Figure 1. Signal wires on met1 (run 1).
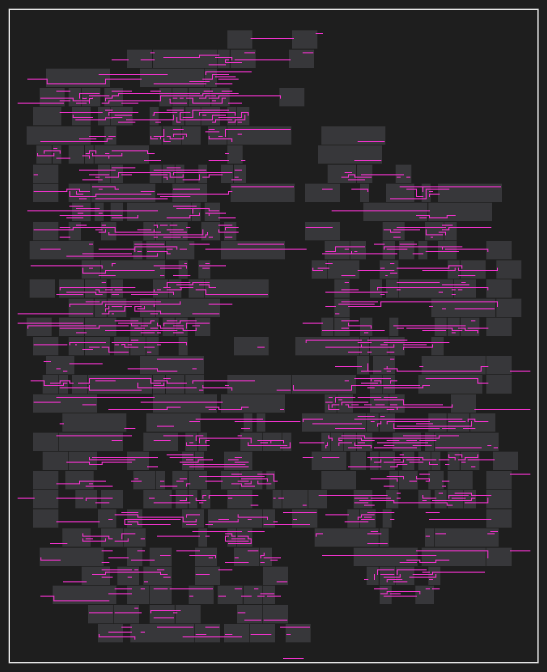
Figure 2. Signal wires on met2 (run 1).
Scale bar: 20 um.
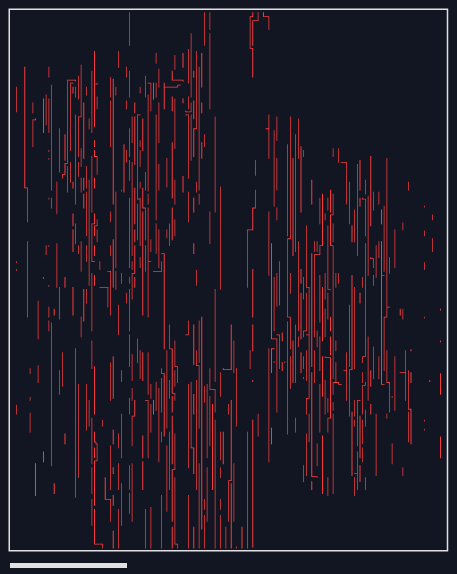
Figure 3. M3 wires (run 1).
Scale bar: 20 um.
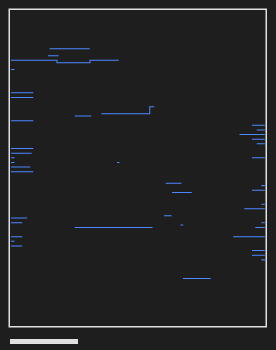
Figure 4. The clock network (run 1).
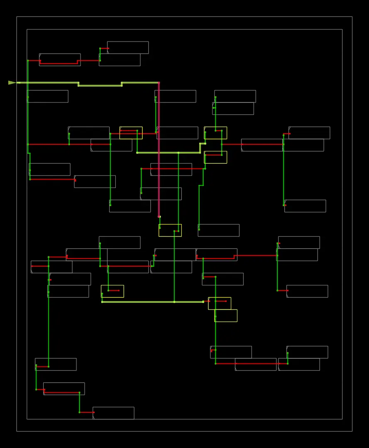
==> config.mk <==
export PLATFORM = sky130hd
export DESIGN_NAME = hazard_ctrl
export DESIGN_NICKNAME = d
export VERILOG_FILES = /design/src/rtl/hazard_ctrl_pkg.sv /design/src/rtl/hazard_ctrl_sat_counter16.sv /design/src/rtl/hazard_ctrl.sv
export SDC_FILE = /design/constraint.sdc
export NUM_CORES = 1
export LEC_CHECK = 0
export CORE_ASPECT_RATIO = 1.25
export CORE_MARGIN = 2
export CORE_UTILIZATION = 39
export CTS_CLUSTER_DIAMETER = 40
export CTS_CLUSTER_SIZE = 20
export DETAILED_ROUTE_END_ITERATION = 12
export MAX_ROUTING_LAYER = met4
export PLACE_DENSITY = 0.68
export SETUP_SLACK_MARGIN = 0.3
export SYNTH_ARGS = -nofsm -noshare
export SYNTH_HDL_FRONTEND = slang
export SYNTH_HIERARCHICAL = 1
export SYNTH_SLANG_ARGS = --single-unit
==> constraint.sdc <==
create_clock -name clk -period 4 [get_ports clk]
set_input_delay 0.4 -clock clk [delete_from_list [all_inputs] [get_ports clk]]
set_output_delay 0.4 -clock clk [all_outputs]
set_load 0.01 [all_outputs]
==> results.py, run 1 <==
# Auto-generated metrics
metrics = {
    "synthesis": {
        "top_cells_by_count": "dfrtp_1 (40), a21oi_1 (25), nand3_1 (15), nand2_1 (14), or4_1 (13)",
        "ys_top_logic_family": "simple AND/OR/NAND/NOR gates",
        "yosysWarnings": 6,
        "dominantRegCellSynth": "dfrtp_1",
        "synthesis.instances": 261,
        "ys_sh_adder": 0.01021,
        "yosysUniqueCellTypes": 42,
        "ys_area_um2": 2450,
        "compound_area_frac": 0.1614,
        "postSynthSeqShare": 0.4086,
    },
    "placed_design": {
        "io_buffers": 56,
        "dpl_cell_area_um2": 3097,
        "dp_slack_ps": 448.4,
        "dp.cells": 398,
    },
    "clocking": {
        "clk_pin_slew_worst_paths_ps": 70,
        "hold_buffers": 0,
    },
    "run": {
        "max_cap_viol_count": 0,
    },
    "worst_setup_path": {
        "critPathMaxStageDelay_ps": 550,
        "setup.worst_path.end_class": "primary output",
        "start_kind": "input pin",
        "path_common_cell": "clkdlybuf4s50_1",
        "critical_path_class": "input pin to primary output",
        "crit_cells": 8,
        "r2r_cells": 9,
    },
    "die": {
        "die_w_um": 74.89,
        "die-area_um2": 6936,
        "io_pins": 73,
        "tapCellCount": 85,
        "die_h_um": 92.61,
    },
    "final_timing": {
        "fmax_mhz": 297.8,
        "finalCriticalPeriod_ps": 3358,
        "period_used_share": 0.8395,
        "slew_headroom": 0.5422,
        "rsz0062_at_grt": "no",
    },
    "status": {
        "run_status": "finished clean",
    },
    "layout": {
        "fillers": 576,
        "dominant_cells": "multi-input combinational cells",
        "buffer_area_frac": 0.1850,
        "logic_gates": 204,
        "sh_seq_area": 0.3135,
        "drive_above_1_share": 0.1031,
        "lay_top_cells": "clkdlybuf4s50_1 (56), dfrtp_1 (40), a21oi_1 (25)",
    },
    "drt": {
        "post-route-drc-count": 0,
        "vias_per_cell": 5.622,
        "drt_iter0_markers": 72,
    },
    "global_routing": {
        "overflow": 0,
    },
    "power": {
        "total_power_mw": 0.8240,
    },
}
-- Figure 1 (at the start) --
- wire length on this layer: 2460 um
- longest straight run: 18.4 um
GRT met1 Usage: 0.2220
Post-Route WL: 5733 um
via count: 2277

-- Figure 2 (at the start) --
- share of all routed wire: 53%
- longest straight run: 36.4 um
GR Layer Usage met2: 0.2953

-- Figure 3 (at the start) --
- share of all routed wire: 3.9%
- wire length on this layer: 221 um
- main direction: horizontal
- longest straight run: 22.5 um
- nets with wire on the layer: 39
GR Layer Usage met3: 0.04135

-- Figure 4 (at the start) --
clock sink count: 40
clock latency at the later pin of the worst-skew pair: 290 ps
final sequential cell count: 40
# clk buffers: 7
Clk power: 0.284 mW

==> run 1: per-stage QoR <==
| stage | util | hold slack [ps] |
|---|---|---|
| 3_3_place_gp | 0.5055 | 495.5 |
| 4_1_cts | 0.5212 | 533.6 |
| 3_5_place_dp | 0.5055 | 515.9 |
| 6_report | 0.5212 | 526.6 |
| 2_1_floorplan | - | 240.4 |
| 5_1_grt | 0.5212 | 537.1 |
==> run 1: report_power, final <==
group	total [mW]	leakage, nW	internal [mW]	switching [mW]
registers	0.432	0.542	0.417	0.0146
clock network	0.284	0.0503	0.154	0.131
logic	0.108	0.559	0.0580	0.0499
==> run 1: layer usage <==
layer  up-vias  wire [um]  track usage
met2        52       3014       0.2953
met1      1096       2455       0.2220
met5         -          0            -
li1       1125          -            -
met3         4        220      0.04135
met4         0         42      0.05357
==> run 2, diff against run 1 <==
Settings changed: PLACE_DENSITY 0.68 to 0.71.
Clock period 4 ns to 2.8 ns, I/O delays scaled along.
Figure 5. Wire density map (run 2).
Scale bar: 20 um. The die is cut into 15 by 19 equal tiles; dark purple is low, yellow is high, scaled to the fullest tile. Values are wire area over tile area, all layers added.
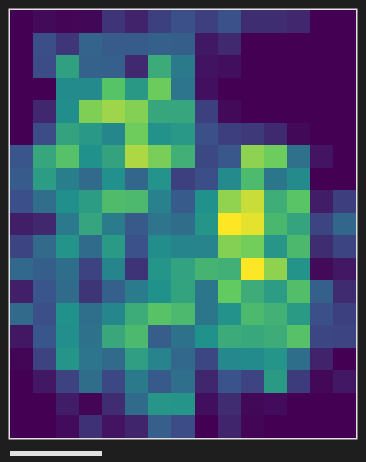
- tiles over half the peak: 27%
- emptiest ninth of the die: upper right
- nearly empty tiles: 19%
- mean over tiles: 0.14
- fullest tile: 0.46
GR Util All Layers: 0.2004
Post-Route WL: 6474 um
Avg WL per Cell: 15.06 um

Figure 6. Signal wires on met2 (run 2).
Scale bar: 20 um.
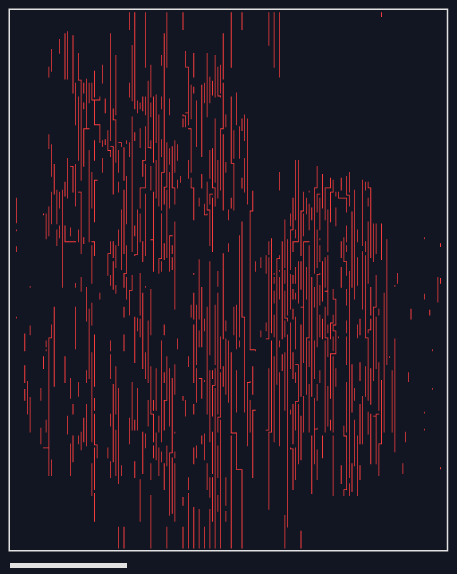
- share of all routed wire: 52%
- longest straight run: 35.4 um
- nets with wire on the layer: 333
GR Layer Usage met2: 0.3319
via count: 2415

==> results.py, run 2 <==
# Auto-generated metrics
metrics = {
    "global_routing": {
        "grt_busiest_layer": "met2",
        "grtUsageMet3": 0.02938,
        "overflow": 0,
    },
    "worst_setup_path": {
        "critPathMaxStageDelay_ps": 560,
        "cp_data_required_time_ps": 3020,
        "setup.worst_path.end_class": "flip-flop",
        "crit_cells": 10,
        "cp_max_fo": 5,
        "r2r_cells": 9,
        "start_kind": "input pin",
        "path_common_cell": "or4_4",
        "critical_path_class": "input pin to flip-flop",
        "setup.reg_to_reg.worst_slack_ps": -70,
    },
    "hold_path": {
        "min_path_type": "input pin to asynchronous set/reset pin",
    },
    "drt": {
        "top_layer_used": "met4",
        "wl_met1_um": 2791,
        "vias_per_cell": 5.616,
        "wl_met2_um": 3387,
        "post-route-drc-count": 0,
        "wl_met3_um": 231,
    },
    "power": {
        "powerClk_mw": 0.394,
        "p_int_mw": 0.9005,
        "maxPowerGroup": "sequential cells",
        "power.density_nw_per_um2": 338.1,
        "swShare": 0.2508,
        "p_sw_mw": 0.3015,
        "p_leak_nw": 1.304,
        "comb_power_share": 0.159,
        "seq_power_mw": 0.617,
        "total_power_mw": 1.202,
        "p_comb_mw": 0.191,
    },
    "clocking": {
        "cts_sinks": 40,
        "cts_tree": "built",
        "numCtsBuffers": 5,
        "clk_pin_slew_worst_paths_ps": 70,
        "cts.repair_timing.setup_buffer_count": 6,
        "clk_latency_ps": 290,
        "hold_buffers": 0,
    },
    "die": {
        "die-area_um2": 6936,
        "die_w_um": 74.89,
        "io_pins": 73,
        "die_h_um": 92.61,
    },
    "final_timing": {
        "holdWs_ps": 518.2,
        "finalCriticalPeriod_ps": 2881,
        "fmax_mhz": 347.1,
        "rsz0062_at_grt": "yes",
        "worst_slack_ps": -80.75,
        "slew_headroom": 0.5097,
        "setup_viol": 3,
    },
    "synthesis": {
        "yosysWarnings": 6,
        "ys_area_um2": 2450,
        "postSynthSeqShare": 0.4086,
        "yosysTopAreaCell": "dfrtp_1",
        "dominantRegCellSynth": "dfrtp_1",
        "top_cells_by_count": "dfrtp_1 (40), a21oi_1 (25), nand3_1 (15), nand2_1 (14), or4_1 (13)",
        "syn_area_per_cell_um2": 9.386,
        "synthesis.instances": 261,
    },
    "layout": {
        "drive_above_1_share": 0.2406,
        "lay_top_cells": "clkdlybuf4s50_1 (49), dfrtp_1 (40), buf_4 (19)",
        "fillers": 535,
        "final_core_util": 0.5803,
    },
    "status": {
        "run_status": "complete, but fails checks",
        "failed_checks": "negative setup slack",
    },
    "placed_design": {
        "dpl_cell_area_um2": 3227,
        "io_buffers": 56,
        "dp.cells": 413,
        "dp_slack_ps": -577.5,
    },
    "run": {
        "max_cap_viol_count": 0,
    },
}
## run 2: layout make-up
class,instances,area (um2),share of cell area
Timing Repair Buffer,84,799.5,0.2249
Inverter,9,33.78,0.009504
Sequential cell,40,1001,0.2816
Tap cell,85,106.4,0.02992
Multi-Input combinational cell,204,1524,0.4287
Clock buffer,8,90.09,0.02534
## run 2: cells by family (layout without fill, tap and decap cells)
| kind of cell | after synthesis | after routing | synth area share |
|---|---|---|---|
| xor gates and xnor gates | 10 | 10 | 0.03575 |
| muxes | 11 | 11 | 0.04954 |
| buffers and inverters | 18 | 101 | 0.03575 |
| DFF | 40 | 40 | 0.4086 |
| and+or+nand+nor | 117 | 117 | 0.2972 |
| other | 1 | 2 | 0.001531 |
| AOI/OAI and AO/OA | 62 | 62 | 0.1614 |
| adders and majority gates | 2 | 2 | 0.01021 |
Power is estimated from default activity; no workload was simulated.
